[src/rtl/cam_pkg.sv]
// Shared definitions for the OV7670 frame-capture path:
// controller states, default geometry and RGB565->RGB332 packing.
package cam_pkg;

   typedef enum logic [1:0] {
      ST_IDLE     = 2'd0,
      ST_WAIT_VS  = 2'd1,
      ST_WAIT_ACT = 2'd2,
      ST_CAPTURE  = 2'd3
   } cam_state_e;

   localparam int H_PX_DEF = 160;
   localparam int V_PX_DEF = 120;
   localparam int AW_DEF   = 15;

   // hi = first camera byte (R5,G3hi), lo = second byte (G3lo,B5)
   function automatic logic [7:0] rgb565_to_332(
      input logic [7:0] hi,
      input logic [7:0] lo
   );
      return {hi[7:5], hi[2:0], lo[4:3]};
   endfunction

endpackage

[src/rtl/cam_px_pack.sv]
// Byte pairing for the camera bus: latches the first byte of each
// pixel and flags a complete RGB332 pixel on the second byte.
module cam_px_pack
   import cam_pkg::*;
(
   input  logic       pclk,
   input  logic       rst,
   input  logic       en_i,
   input  logic       href_i,
   input  logic [7:0] byte_i,
   output logic       vld_o,
   output logic [7:0] pix_o
);

   logic       phase_q, phase_d;
   logic [7:0] b0_q, b0_d;

   // Any gap in href (or leaving capture) drops a dangling first byte.
   always_comb begin
      phase_d = 1'b0;
      b0_d    = b0_q;
      if (en_i && href_i) begin
         phase_d = ~phase_q;
         if (!phase_q) begin
            b0_d = byte_i;
         end
      end
   end

   always_ff @(posedge pclk) begin
      if (rst) begin
         phase_q <= 1'b0;
         b0_q    <= 8'd0;
      end else begin
         phase_q <= phase_d;
         b0_q    <= b0_d;
      end
   end

   assign vld_o = en_i && href_i && phase_q;
   assign pix_o = rgb565_to_332(b0_q, byte_i);

endmodule

[src/rtl/cam_capture_ctrl.sv]
// Frame-capture sequencer: arms on start, aligns to vsync, writes an
// H_PX x V_PX window of RGB332 pixels and flags geometry errors.
module cam_capture_ctrl
   import cam_pkg::*;
#(
   parameter int AW   = AW_DEF,
   parameter int H_PX = H_PX_DEF,
   parameter int V_PX = V_PX_DEF
) (
   input  logic          pclk,
   input  logic          rst,
   input  logic          start,
   input  logic          cont,
   input  logic          vsync,
   input  logic          href,
   input  logic [7:0]    px_data,
   output logic [AW-1:0] mem_px_addr,
   output logic [7:0]    mem_px_data,
   output logic          px_wr,
   output logic          busy,
   output logic          frame_done,
   output logic          err_size
);

   localparam int CW = $clog2(2 * H_PX + 1);
   localparam int RW = $clog2(2 * V_PX + 1);

   localparam logic [CW-1:0] COL_H   = CW'(H_PX);
   localparam logic [CW-1:0] COL_MAX = CW'(2 * H_PX);
   localparam logic [RW-1:0] ROW_V   = RW'(V_PX);
   localparam logic [RW-1:0] ROW_MAX = RW'(2 * V_PX);

   cam_state_e    state_q, state_d;
   logic          vsync_q, href_q;
   logic [CW-1:0] col_q, col_d;
   logic [RW-1:0] row_q, row_d;
   logic [AW-1:0] addr_q, addr_d;
   logic          line_err_q, line_err_d;
   logic          err_q, err_d;
   logic          done_q, done_d;
   logic          wr_q, wr_d;
   logic [AW-1:0] oaddr_q, oaddr_d;
   logic [7:0]    odata_q, odata_d;

   logic          vs_rise, href_fall;
   logic          cap_en, accept, frame_end;
   logic          pix_vld, in_win, frame_bad;
   logic [7:0]    pix;
   logic [RW-1:0] row_end;

   cam_px_pack u_pack (
      .pclk   (pclk),
      .rst    (rst),
      .en_i   (cap_en),
      .href_i (href),
      .byte_i (px_data),
      .vld_o  (pix_vld),
      .pix_o  (pix)
   );

   assign vs_rise   = vsync && !vsync_q;
   assign href_fall = href_q && !href;

   // A line closing on the frame-end edge still counts toward the row check.
   assign row_end = (href_fall && row_q != ROW_MAX) ?
                    row_q + RW'(1) : row_q;
   assign frame_bad = (row_end != ROW_V) || line_err_q ||
                      (href_fall && col_q != COL_H);
   assign in_win = (col_q < COL_H) && (row_q < ROW_V);

   always_ff @(posedge pclk) begin
      if (rst) begin
         state_q <= ST_IDLE;
      end else begin
         state_q <= state_d;
      end
   end

   always_comb begin
      state_d = state_q;
      unique case (state_q)
         ST_IDLE: begin
            if (start) state_d = ST_WAIT_VS;
         end
         ST_WAIT_VS: begin
            if (vsync) state_d = ST_WAIT_ACT;
         end
         ST_WAIT_ACT: begin
            if (!vsync) state_d = ST_CAPTURE;
         end
         ST_CAPTURE: begin
            if (vs_rise) begin
               state_d = cont ? ST_WAIT_ACT : ST_IDLE;
            end
         end
         default: state_d = ST_IDLE;
      endcase
   end

   always_comb begin
      busy      = (state_q != ST_IDLE);
      cap_en    = (state_q == ST_CAPTURE);
      accept    = (state_q == ST_IDLE) && start;
      frame_end = cap_en && vs_rise;
   end

   always_comb begin
      col_d      = col_q;
      row_d      = row_q;
      addr_d     = addr_q;
      line_err_d = line_err_q;
      wr_d       = 1'b0;
      oaddr_d    = oaddr_q;
      odata_d    = odata_q;
      done_d     = frame_end;
      err_d      = err_q;

      if (accept) begin
         err_d = 1'b0;
      end else if (frame_end && frame_bad) begin
         err_d = 1'b1;
      end

      if (!cap_en || frame_end) begin
         col_d      = '0;
         row_d      = '0;
         addr_d     = '0;
         line_err_d = 1'b0;
      end else if (href_fall) begin
         row_d = row_end;
         col_d = '0;
         if (col_q != COL_H) begin
            line_err_d = 1'b1;
         end
      end else if (pix_vld) begin
         if (col_q != COL_MAX) begin
            col_d = col_q + CW'(1);
         end
         if (in_win) begin
            wr_d    = 1'b1;
            oaddr_d = addr_q;
            odata_d = pix;
            addr_d  = addr_q + AW'(1);
         end
      end
   end

   always_ff @(posedge pclk) begin
      if (rst) begin
         vsync_q    <= 1'b0;
         href_q     <= 1'b0;
         col_q      <= '0;
         row_q      <= '0;
         addr_q     <= '0;
         line_err_q <= 1'b0;
         err_q      <= 1'b0;
         done_q     <= 1'b0;
         wr_q       <= 1'b0;
         oaddr_q    <= '0;
         odata_q    <= 8'd0;
      end else begin
         vsync_q    <= vsync;
         href_q     <= href;
         col_q      <= col_d;
         row_q      <= row_d;
         addr_q     <= addr_d;
         line_err_q <= line_err_d;
         err_q      <= err_d;
         done_q     <= done_d;
         wr_q       <= wr_d;
         oaddr_q    <= oaddr_d;
         odata_q    <= odata_d;
      end
   end

   assign mem_px_addr = oaddr_q;
   assign mem_px_data = odata_q;
   assign px_wr       = wr_q;
   assign frame_done  = done_q;
   assign err_size    = err_q;

endmodule

[config.mk]
export PLATFORM = sky130hd
export DESIGN_NAME = cam_capture_ctrl
export DESIGN_NICKNAME = d
export VERILOG_FILES = /design/src/rtl/cam_pkg.sv /design/src/rtl/cam_px_pack.sv /design/src/rtl/cam_capture_ctrl.sv
export SDC_FILE = /design/constraint.sdc
export NUM_CORES = 1
export LEC_CHECK = 0
export ABC_AREA = 0
export CORE_MARGIN = 8
export CORE_UTILIZATION = 25
export DETAILED_ROUTE_END_ITERATION = 16
export GPL_TIMING_DRIVEN = 1
export PLACE_DENSITY = 0.45
export SLEW_MARGIN = 20
export SYNTH_ARGS = -nofsm -noshare
export SYNTH_HDL_FRONTEND = slang
export SYNTH_SLANG_ARGS = --single-unit
[constraint.sdc]
create_clock -name pclk -period 4.3 [get_ports pclk]
set_clock_uncertainty 0.15 [all_clocks]
set_input_delay 1.075 -clock pclk [delete_from_list [all_inputs] [get_ports pclk]]
set_output_delay 1.075 -clock pclk [all_outputs]
set_load 0.05 [all_outputs]
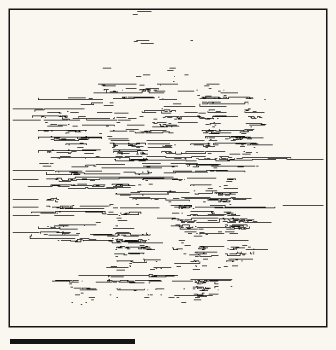
run_1/met1.png
Scale bar: 50 µm.
nets with wire on the layer: 370
wire length on this layer: 3540 µm
share of all routed wire: 51%
main direction: horizontal
number of vias after detailed routing: 2357
post-detailed-routing wire length: 6.92 mm
routing usage on met1: 11.8%

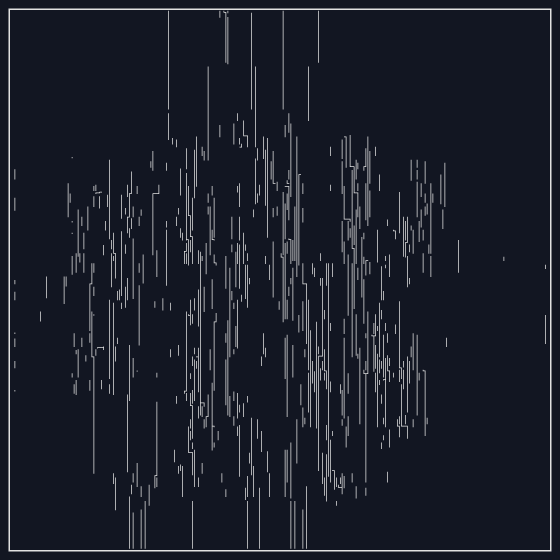
run_1/met2.png
main direction: vertical
wire length on this layer: 2960 µm

==> run notes, run 1 <==
Notes on the physical design

The transition time at the pin with the least slew margin is 0.509 ns. The area of the chip is 15900 µm². Detailed-route iteration 0 reported a violation count of 99. The first detailed-routing pass took 4 iterations. After floorplanning, the core was sized to cover 11900 µm². The met3 wire length is 314 µm.

The total number of H-tree levels is 3. The combinational power is 0.0000427 W. Logged for this run, the post-placement worst setup slack is 0.991 ns. For the worst reg-to-reg path, the startpoint reported by OpenROAD is state_q[0]. The main power-consuming group is the clock network. Measured in cells, the most critical reg-to-reg path has a length of 6. The number of instances in the placed design is 514. The proportion of synthesized flip-flops having asynchronous set or reset is 0%.

The count of fill cells added during filler insertion is 1271. The vertical extent of the die is 126 µm. The most area-hungry cell type in the Yosys netlist is dfxtp_1. According to the timing report, the critical path is captured at busy.

After synthesis, the largest area contributor takes up 46.3% of total cell area. The later-pin clock latency in the skew report is 0.33 ns. Of the cells placed in the final design, the portion with a size suffix greater than 1 is 6.53%. The weighted congestion reported at the end of routability-driven placement is 0.740. The count of endpoints failing hold in the final timing report is 0. Setup repair after global routing left no endpoint under its margin. The average footprint of a synthesized cell is 8.92 µm². The number of setup violations in the final report is 0. Ranked by total area, the top cell class in this layout is combinational gates. According to the I/O placement log, the pin count is 41. The first global-routing pass estimated 11.8 mm of wire. The initial cell density of the core is 25.4%. The analysis reports a worst IR drop on VDD of 0.000143 V. The global routing stage identified its most utilized layer as met2. In the finished layout, the clock tree contains a buffer count of 13. Counting flops with a built-in enable in the synthesized netlist gives 0. In the final layout, flip-flops and latches take up 36.7% of the cell area. For this design the total switching power over the nets is 0.000293 W.

Hold timing on the final database bottoms out at a slack of 0.304 ns. The timing report gives the worst reg2reg path a setup slack of 2.12 ns. The leakage power total is 1.18 nW. The synthesized netlist occupies a cell area of 3020 µm². The number of global-route vias before repair was 2338. The power density normalized to cell area is 367 nW/µm². The layout-stage area growth over the synthesis result is 26.4%. OpenSTA lists the critical path startpoint as state_q[0]. The worst hold path passes through 2 cells. The timing-limited maximum frequency is 328 MHz. In this run the remaining antenna-violating nets after routing total 0. The die is 126 µm wide.

The total nets after synthesis is 358. Buffers outside the clock tree occupy 11.1% of the routed design's cell area. In this run the cell area measured after placement is 3530 µm². The clock period could shrink to 3.05 ns. The type of origin of the critical path is a register. The synthesis stats list as the most numerous cell dfxtp_1.

The core occupancy in the finished layout is 32.1%. The critical setup path kind is reg2out. The switching portion of total power comes to 20.9%. The worst setup margin is 1.25 ns. After clock tree synthesis, the flow added hold-fix buffers numbering 0. In this run the post-CTS setup repair buffer count came out at 0. The final-stage net count is 397. Ranked by instance count, the synthesized netlist is headed by dfxtp_1 (70), nor2_1 (61), nand2_1 (32), mux2i_1 (25), a21oi_1 (19). For the completed layout, the total cell area is recorded as 3820 µm². The flow ran to the end, and the final reports show no timing, DRC or antenna violations. Yosys reports a chip area of 3020 µm². The synthesized netlist was found by Yosys to have 339 cells. The number of unique standard cell types used by synthesis is 45. The slew check shows that the tightest pin keeps a relative margin of 65.9%.

The highest metal layer carrying signal wires in the routed design is met4. Registers take 1400 µm². The endpoint kind of the worst setup timing path is an output port. The wire length on met1 is 3.54 mm. The DRC violation total left in the routed layout is recorded as 0. Overall power consumption after layout is estimated at 0.00140 W.

The clock sink count is 70. The flip-flop and latch power is 0.000657 W. The Yosys step of the flow raised 0 warnings. The sequential cell count is 70. The non-clock inverters instantiated in the layout total 12. The buffer depth of the longest clock path is 2. The gate count of the mapped netlist is 339. For this run, global-route usage on met2 was measured as 13.8%. The area of combinational cells with multiple inputs is 1480 µm². The total met2 wirelength after detailed routing is 2.96 mm.

TritonCTS built the clock tree. The biggest fanout along the worst timing path is 9. Registers are responsible for 46.9% of the overall power. The worst hold-check path type is reg2reg.

Post-synth the commonest register cell is dfxtp_1. Per report_power, the Clock row totals 0.000700 W. The internal power summed over all cells is 0.00111 W.

The final setup TNS is 0 ns. Yosys attributes the largest share of cell area to dfxtp_1 (46%), mux2i_1 (8.3%), nor2_1 (7.6%), xnor2_1 (4.6%), nand2_1 (4.0%). The power share of the clock group is 50.0%. Leaving out fill and tap cells, the most frequent cell in the layout is dfxtp_1.

In the layout the tool counted multi-input logic cells amounting to 242. The hold path endpoint is u_pack.b0_q[0]. The tap cell count is 147. The average wire per standard cell is 13.0 µm.

The non-clock buffer count in the final layout is 43. The finished layout holds 530 standard cells, fillers aside. The relative contribution of combinational cells to total power is 3.1%. Dividing the detail-routed via count by the number of cells gives 4.45. The number of antenna violations at the first check in global routing is 0.

For this run, the script counts the antenna cells in the layout as 0. In this run the core area contains 40 standard-cell rows. The register share after synthesis is 46.3%. The tool flagged a number of max-cap violations equal to 0.

The layout report gives the multi-input gate share of total cell area as 38.7%. The detailed-placement wirelength estimate is 4.90 mm. The sum of overflow across all layers after global routing is 0.

Clock tree synthesis inserted a total of 9 buffers. The required time reported for the critical path endpoint is 3.07 ns. The data arrival time reported for the critical path is 1.83 ns. The final critical path takes up 70.9% of the cycle. Looking at hold timing, the worst path starts from u_pack.b0_q[0].

The master cell of the clock root buffer is clkbuf_16. The fraction of area in clock buffers and inverters is 7.53%. Input and output buffers added on the ports amount to 40.

Pins over their slew limit in the final report were tallied at 0. Leaving out fill and tap cells, the most frequent cells in the layout are dfxtp_1 (70), nor2_1 (61), clkdlybuf4s50_1 (40). The total tool warning count is 28. The maximum number of pins on one net before global-route repair is 37. Global routing used 9.26% of the available tracks across all layers. The register clock-pin slew on the reported worst setup and hold paths is 0.05 ns. The post-synthesis register bit count is 70.
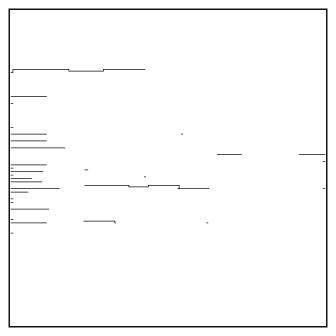
run_1/met3.png
wire length on this layer: 315 µm
longest straight run: 22.3 µm
main direction: horizontal
met3 Usage GRT: 3.08%

-- run 1: flip-flops by register name, summed over array words and instances (netlist names), 2 cells and up --
name,flops
col_q,9
u_pack.b0_q,6
mem_px_data,8
state_q,2
row_q,8
mem_px_addr,15
addr_q,15
-- run 1: critical path, stage by stage (launching register included) --
cell and delay (ns):
dfxtp_1 0.52, or2_2 0.19, clkdlybuf4s50_1 0.80
-- run 1: cell families (layout without fill, tap and decap cells) --
kind of cell / Yosys count / in the layout / synth area share [%]
flops: 70 / 70 / 46.3
buf+inv: 27 / 71 / 4.72
simple gates: 152 / 152 / 24.7
compound gates: 36 / 36 / 6.83
mux: 26 / 26 / 8.65
xor+xnor: 23 / 23 / 6.66
fa+ha+maj: 5 / 5 / 2.07
run_1/final_congestion.png
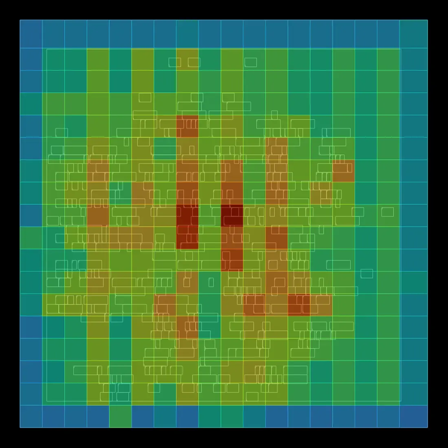

## Run 2: what changed since run 1
- PLACE_DENSITY: 0.45 -> 0.46
- clock period: 4.3 -> 2.7 ns (I/O delays scaled with it)
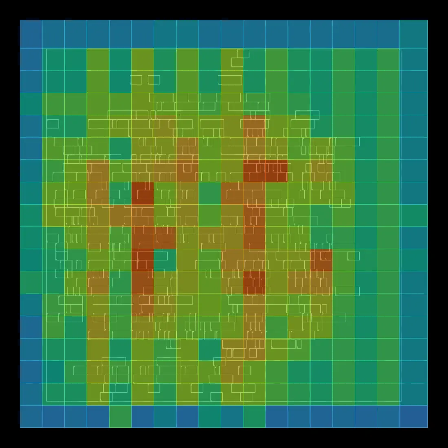
run_2/final_congestion.png
global routing usage on met2: 14.0%
met3 Usage GRT: 4.14%
Overall Global Routing Usage: 9.38%
mean routed wirelength per cell: 13.4 µm
global route hottest layer: met2

==> run notes, run 2 <==
Notes on the physical design

The most common cell after layout, fill and taps aside is dfxtp_1. The sum of overflow across all layers after global routing was 0 (unchanged). The proportion of synthesized flip-flops having asynchronous set or reset was 0% (unchanged). The combinational family with the most area after synthesis is simple AND/OR/NAND/NOR gates. The share of synthesized cell area in and, or, nand and nor gates is 24.7% (unchanged). Compared with the post-synthesis result, the final layout area differs by 28.1%.

The critical path in this run is classified as reg2out. The placement-stage cell area is 3580 µm² (+1.3%). The max-cap violation count is 0 (unchanged). The worst slack after detailed placement was 0.0804 ns (-0.911 ns). The register share after synthesis was 46.3% (unchanged).

The final setup TNS is 0 ns (unchanged). The commonest register cell after synthesis is dfxtp_1. The worst reg-to-reg setup slack is 0.73 ns (-1.39 ns).

The biggest fanout along the worst timing path came to 4 (-5). The largest incremental delay on the critical path was 0.85 ns (+0.05 ns). The total inserted antenna cells came to 0 (unchanged). The worst setup path is launched from a register. The clock sink count came to 70 (unchanged). The I/O pin count came to 41 (unchanged). The worst setup margin is 0.301 ns (-0.949 ns). OpenSTA lists the critical path endpoint as err_size. Looking at the hold checks, the worst path lands on u_pack.b0_q[0].

The number of synthesized flops with an enable pin is 0 (unchanged). The post-layout period usage of the worst path is 88.9%. The number of post-CTS setup repair buffers is 0 (unchanged). The beginning of the critical path is err_size. The power density normalized to cell area is 592 nW/µm² (+61%). The required time reported for the critical path endpoint is 1.88 ns (-1.19 ns). The gate count of the mapped netlist is 339 (unchanged). The final instance area was 3870 µm² (+1.3%). The number of global-route vias before repair is 2367 (+1.2%). The hold buffer count at CTS was 0 (unchanged).

The total number of H-tree levels was 3 (unchanged). The type recorded for the worst min-delay path is reg2reg. The area fraction in mux cells came to 8.65% (unchanged). The synthesis area per yosys is 3020 µm² (unchanged). The total tool warning count was 28 (unchanged). The Yosys warning count is 0 (unchanged). The port buffer count was 40 (unchanged).

The vias per cell is 4.46 (+0.26%). Yosys reports that the most numerous cell types are dfxtp_1 (70), nor2_1 (61), nand2_1 (32), mux2i_1 (25), a21oi_1 (19). The number of buffers added by the clock tree synthesis step was 9 (unchanged).

The share of the synthesized area in the top cell type is 46.3% (unchanged). Looking at hold timing, the worst path starts from u_pack.b0_q[0]. The initial cell density of the core was 25.4% (unchanged). The die width is 126 µm (unchanged). The post-synthesis register bit count is 70 (unchanged). The cell count of the worst hold path is 2 (unchanged). The global-route wire length before repair came to 11.9 mm (+1.2%). The number of unique standard cell types used by synthesis is 45 (unchanged).

The detailed-placement wirelength estimate is 4.93 mm (+0.53%). The worst endpoint data arrival time is 1.57 ns (-0.26 ns). The buffer depth of the longest clock path is 2 (unchanged). The number of setup violations in the final report came to 0 (unchanged). The number of cell instances after yosys synthesis came to 339 (unchanged). The max-slew violation total from the final report came to 0 (unchanged).

The biggest area contributor in the post-synthesis netlist is dfxtp_1. The share of synthesized cell area in full adder, half adder and majority cells is 2.07% (unchanged). TritonCTS built the clock tree. By instance count after routing, the leading logic cell types are dfxtp_1 (70), nor2_1 (61), clkdlybuf4s50_1 (39). Setup repair after global routing left no endpoint under its margin. The run finished with clean final reports. The logic depth of the worst path, buffers included is 1 (-1).

The kind of cell with the highest combined delay on the critical path is buffers and inverters. The core outline area came to 11900 µm² (unchanged). The vertical extent of the die came to 126 µm (unchanged).

The number of design rule violations left after detail routing is 0 (unchanged). By area the synthesized netlist is led by dfxtp_1 (46%), mux2i_1 (8.3%), nor2_1 (7.6%), xnor2_1 (4.6%), nand2_1 (4.0%). The total nets after synthesis came to 358 (unchanged). The register clock-pin slew on the reported worst setup and hold paths is 0.05 ns (about the same). The area of the chip is 15900 µm² (unchanged).
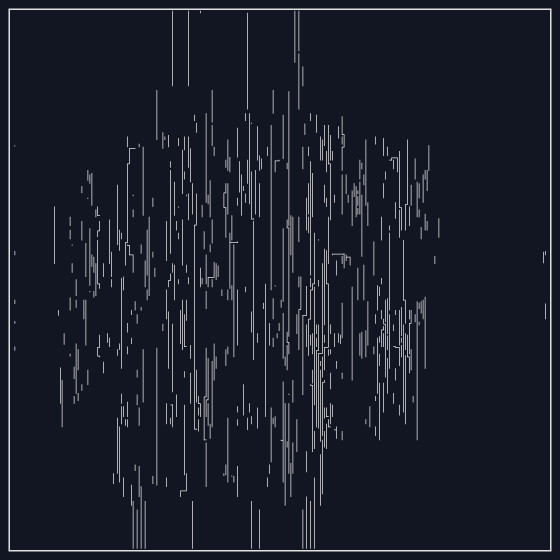
run_2/met2.png
share of all routed wire: 43%
longest straight run: 47.6 µm
wire length on this layer: 3040 µm
post-detailed-routing wire length: 7.14 mm
number of vias after detailed routing: 2381

[run 2: area by class of cell]
type	instances	area (µm²)
Sequential cell	70	1400
Inverter	12	45.0
Timing Repair Buffer	48	470
Multi-Input combinational cell	242	1480
Fill cell	1251	8040
Tap cell	147	184
Clock inverter	3	45.0
Clock buffer	12	246
[run 2: report_power, final]
part	switching, W	total (W)	internal [W]
Combinational	0.0000372	0.0000708	0.0000336
Clock	0.000438	0.00117	0.000736
Sequential	0.00000783	0.00105	0.00104
[run 2: metal layers]
metal  vias up  share of wire, %  global-route usage (%)  wire length, µm
li1       1242                 -                       -                -
met1      1083                49                    11.5             3520
met2        44                43                    14.0             3040
met3        10               6.6                    4.14              472
met4         2               1.5                    3.82              104
met5         -              0.13                       0                9
Power figures rest on the tool's default switching activity, not on a simulated workload.
